File: src/rtl/bcd_pkg.sv
// ---------------------------------------------------------------------------
// bcd_pkg : shared types, constants and digit packing for BCD producers
// Rev 1.0
// ---------------------------------------------------------------------------
`default_nettype none

package bcd_pkg;

  typedef enum logic [1:0] {
    IDLE  = 2'd0,
    SHIFT = 2'd1,
    DONE  = 2'd2
  } state_t;

  localparam int         BCD_DIGITS   = 4;
  localparam logic [3:0] NIBBLE_BLANK = 4'b1111;

  // Decoder expects each digit MSB-first at the low bit index.
  function automatic logic [3:0] pack_digit(input logic [3:0] nibble);
    return {nibble[0], nibble[1], nibble[2], nibble[3]};
  endfunction

endpackage

`default_nettype wire

File: src/rtl/bin2bcd_seq_if.sv
// ---------------------------------------------------------------------------
// bin2bcd_seq_if : start/busy/done handshake and BCD result bus
// Rev 1.0
// ---------------------------------------------------------------------------
`default_nettype none

interface bin2bcd_seq_if #(
  parameter int BIN_W = 14
);
  logic             inicio;
  logic [BIN_W-1:0] valor;
  logic             ocupado;
  logic             pronto;
  logic             overflow;
  logic [15:0]      registrador;

  modport master (
    output inicio, valor,
    input  ocupado, pronto, overflow, registrador
  );

  modport slave (
    input  inicio, valor,
    output ocupado, pronto, overflow, registrador
  );
endinterface

`default_nettype wire

File: src/rtl/bcd_ajuste_digito.sv
// ---------------------------------------------------------------------------
// bcd_ajuste_digito : double-dabble add-3 correction for one BCD nibble
// Rev 1.0
// ---------------------------------------------------------------------------
`default_nettype none

module bcd_ajuste_digito (
  input  logic [3:0] digito_in,
  output logic [3:0] digito_out
);

  assign digito_out = (digito_in >= 4'd5) ? (digito_in + 4'd3) : digito_in;

endmodule

`default_nettype wire

File: src/rtl/bin2bcd_seq.sv
// ---------------------------------------------------------------------------
// bin2bcd_seq : one-bit-per-clock binary to packed BCD for the display decoder
// Rev 1.0
// ---------------------------------------------------------------------------
`default_nettype none

module bin2bcd_seq
  import bcd_pkg::*;
#(
  parameter int BIN_W   = 14,
  parameter int MAX_VAL = 9999
) (
  input  logic           clk,
  input  logic           rst_n,
  bin2bcd_seq_if.slave   bus
);

  localparam int BCD_W = 4 * BCD_DIGITS;
  localparam int SR_W  = BCD_W + BIN_W;
  localparam int CNT_W = $clog2(BIN_W);

  state_t             state_q, state_d;
  logic [SR_W-1:0]    sr_q, sr_d;
  logic [CNT_W-1:0]   cnt_q, cnt_d;
  logic               ovf_cap_q, ovf_cap_d;
  logic               overflow_q, overflow_d;
  logic               pronto_q, pronto_d;
  logic [BCD_W-1:0]   registrador_q, registrador_d;

  logic [BCD_W-1:0]   bcd_adj;
  logic [SR_W-1:0]    sr_shift;
  logic [BCD_W-1:0]   bcd_packed;

  generate
    for (genvar gi = 0; gi < BCD_DIGITS; gi++) begin : g_digit
      bcd_ajuste_digito u_ajuste (
        .digito_in  (sr_q[BIN_W + 4*gi +: 4]),
        .digito_out (bcd_adj[4*gi +: 4])
      );
      assign bcd_packed[4*gi +: 4] = pack_digit(sr_shift[BIN_W + 4*gi +: 4]);
    end
  endgenerate

  // Add-3 happens before the shift; the bit falling off the top can only
  // be set for out-of-range inputs, so it is folded into the overflow flag.
  assign sr_shift = {bcd_adj[BCD_W-2:0], sr_q[BIN_W-1:0], 1'b0};

  always_comb begin
    state_d       = state_q;
    sr_d          = sr_q;
    cnt_d         = cnt_q;
    ovf_cap_d     = ovf_cap_q;
    overflow_d    = overflow_q;
    pronto_d      = 1'b0;
    registrador_d = registrador_q;

    case (state_q)
      IDLE: begin
        if (bus.inicio) begin
          sr_d       = {{BCD_W{1'b0}}, bus.valor};
          ovf_cap_d  = (32'(bus.valor) > MAX_VAL);
          overflow_d = 1'b0;
          cnt_d      = '0;
          state_d    = SHIFT;
        end
      end
      SHIFT: begin
        sr_d      = sr_shift;
        cnt_d     = cnt_q + 1'b1;
        ovf_cap_d = ovf_cap_q | bcd_adj[BCD_W-1];
        if (cnt_q == CNT_W'(BIN_W - 1)) begin
          state_d       = DONE;
          pronto_d      = 1'b1;
          overflow_d    = ovf_cap_d;
          registrador_d = ovf_cap_d ? {BCD_DIGITS{NIBBLE_BLANK}} : bcd_packed;
        end
      end
      DONE: begin
        state_d = IDLE;
      end
      default: begin
        state_d = IDLE;
      end
    endcase
  end

  always_ff @(posedge clk or negedge rst_n) begin
    if (!rst_n) begin
      state_q       <= IDLE;
      sr_q          <= '0;
      cnt_q         <= '0;
      ovf_cap_q     <= 1'b0;
      overflow_q    <= 1'b0;
      pronto_q      <= 1'b0;
      registrador_q <= '0;
    end else begin
      state_q       <= state_d;
      sr_q          <= sr_d;
      cnt_q         <= cnt_d;
      ovf_cap_q     <= ovf_cap_d;
      overflow_q    <= overflow_d;
      pronto_q      <= pronto_d;
      registrador_q <= registrador_d;
    end
  end

  assign bus.ocupado     = (state_q != IDLE);
  assign bus.pronto      = pronto_q;
  assign bus.overflow    = overflow_q;
  assign bus.registrador = registrador_q;

endmodule

`default_nettype wire
File: src/flat_wrapper.sv
// flat-port wrapper written by rule: the top's interface ports become plain ports
module bin2bcd_seq_flat import bcd_pkg::*;
#(
  parameter int BIN_W   = 14,
  parameter int MAX_VAL = 9999
)
  (clk, rst_n, bus_inicio, bus_valor, bus_ocupado, bus_pronto, bus_overflow, bus_registrador);
  bin2bcd_seq_if #(.BIN_W(BIN_W)) bus_i ();
  input  logic clk;
  input  logic rst_n;
  input wire logic [$bits(bus_i.inicio)-1:0] bus_inicio;
  input wire logic [$bits(bus_i.valor)-1:0] bus_valor;
  output wire logic [$bits(bus_i.ocupado)-1:0] bus_ocupado;
  output wire logic [$bits(bus_i.pronto)-1:0] bus_pronto;
  output wire logic [$bits(bus_i.overflow)-1:0] bus_overflow;
  output wire logic [$bits(bus_i.registrador)-1:0] bus_registrador;
  assign bus_i.inicio = bus_inicio;
  assign bus_i.valor = bus_valor;
  assign bus_ocupado = bus_i.ocupado;
  assign bus_pronto = bus_i.pronto;
  assign bus_overflow = bus_i.overflow;
  assign bus_registrador = bus_i.registrador;
  bin2bcd_seq #(.BIN_W(BIN_W), .MAX_VAL(MAX_VAL)) u_core (.clk(clk), .rst_n(rst_n), .bus(bus_i));
endmodule
File: config.mk
export PLATFORM = sky130hd
export DESIGN_NAME = bin2bcd_seq_flat
export DESIGN_NICKNAME = d
export VERILOG_FILES = /design/src/rtl/bcd_pkg.sv /design/src/rtl/bin2bcd_seq_if.sv /design/src/rtl/bcd_ajuste_digito.sv /design/src/rtl/bin2bcd_seq.sv /design/src/flat_wrapper.sv
export SDC_FILE = /design/constraint.sdc
export NUM_CORES = 1
export LEC_CHECK = 0
export ABC_AREA = 1
export CAP_MARGIN = 15
export CORE_ASPECT_RATIO = 1.25
export CORE_UTILIZATION = 30
export DETAILED_ROUTE_END_ITERATION = 6
export DONT_BUFFER_PORTS = 1
export GPL_ROUTABILITY_DRIVEN = 1
export GPL_TIMING_DRIVEN = 0
export PLACE_DENSITY = 0.48
export SLEW_MARGIN = 0
export SYNTH_ARGS = -nofsm -noshare
export SYNTH_HDL_FRONTEND = slang
export SYNTH_HIERARCHICAL = 1
export SYNTH_SLANG_ARGS = --single-unit
File: constraint.sdc
create_clock -name clk -period 3.75 [get_ports clk]
set_clock_uncertainty 0.05 [all_clocks]
set_input_delay 1.125 -clock clk [delete_from_list [all_inputs] [get_ports clk]]
set_output_delay 1.125 -clock clk [all_outputs]
set_load 0.005 [all_outputs]
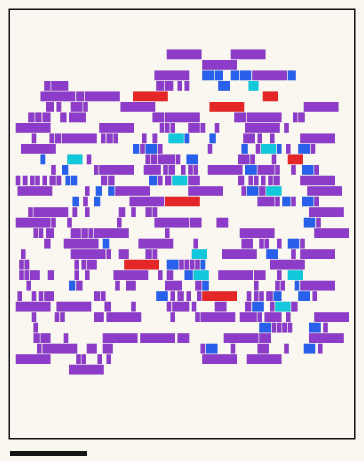
sizing.png
Scale bar: 20 µm.
Key: red = x6 and larger [cells 7]; blue = x2 [cells 46]; cyan = x3 and x4 [cells 10]; purple = x1 and smaller [cells 263]
setup ws final: 1.686 ns
Buffers, non-clock: 12
Area Overhead vs Synth: 10.36%
Final Cell Area: 0.003133 mm²

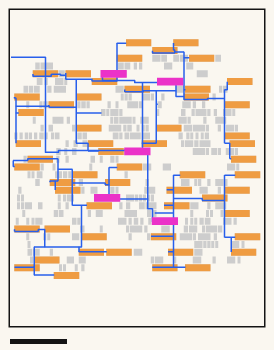
clock_wires.png
Scale bar: 20 µm.
Key: blue = clock wires [length 719 µm]; orange = flip-flops [count 55]; magenta = clock-net drivers [count 5]
There are 6 routed clock nets.

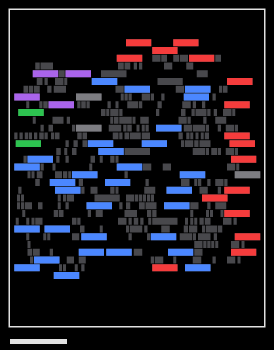
ff_map.png
Scale bar: 20 µm. Other sequential cells in the stronger grey, the rest of the logic in the fainter grey.
Key: blue = `u_core/sr_q` [flops 30]; red = `u_core/bus.registrador` [flops 16]; purple = `u_core/cnt_q` [flops 4, where top left]; green = `u_core/state_q` [flops 2]
Another 3 sequential cells are not coloured.
Util after Layout: 34.15%
Seq/total area: 43.93%

==> Changelog: implementation <==
## Implementation

* Status: finished clean
* Clk buf depth at 2
* Top sig layer: met4
* Dominant logic cell type in the layout: nand2_1
* Aoi share at a little under a fifth
* Slowest CP cell: dfrtp_1
* Fmax at roughly 480 MHz
* GRT overflow at 0
* Synth Seq Share at between 40% and 50%
* R2R setup slack at between 1.5 and 2 ns
* Yosys cell count at 318
* Synthesized cell area at 0.002839 mm²
* Seq cells at between 50 and 60
* WP buf/inv at 1
* CTS buffer count at 5
* Worst Hold Endpoint: u_core/cnt_q[3]
* Most instantiated logic cells after routing: nand2_1, dfrtp_1, nor2_1
* H-tree depth at 2
* Final wirelength at roughly 6100 µm
* Total track usage at about 14%
* Synthesized Nets at between 300 and 400
* CP Depth at 2
* Combinational fraction of the cell area at 40.69%
* Max-slew violations at 0
* # Post-CTS Setup Buffers at 0
* # diodes at 0
* Synth area leader: dfrtp_1
* Logic power comb at about 1.3 mW
* Layout cells sized above 1 at 19.33%
* Finished Layout Cells at around 450
* Max Cap Violations at 0
* Final hold viol count at 0
* Port bufs at 0
* Total negative slack at 0 ns
* Leakage at around 1.4 nW
* Pre-CTS WS at approximately 1.7 ns
* Invs w/o clock at 30
* First-pass GRT wire length at roughly 11000 µm
* Adder Share, Synth at between 4 and 5%
* Crit path max fanout at 3
* Most common cell in the synthesized netlist: nand2_1
* Hold Path Origin: u_core/cnt_q[3]
* Met1 WL at 2909 µm
Power and IR drop assume default switching activity.
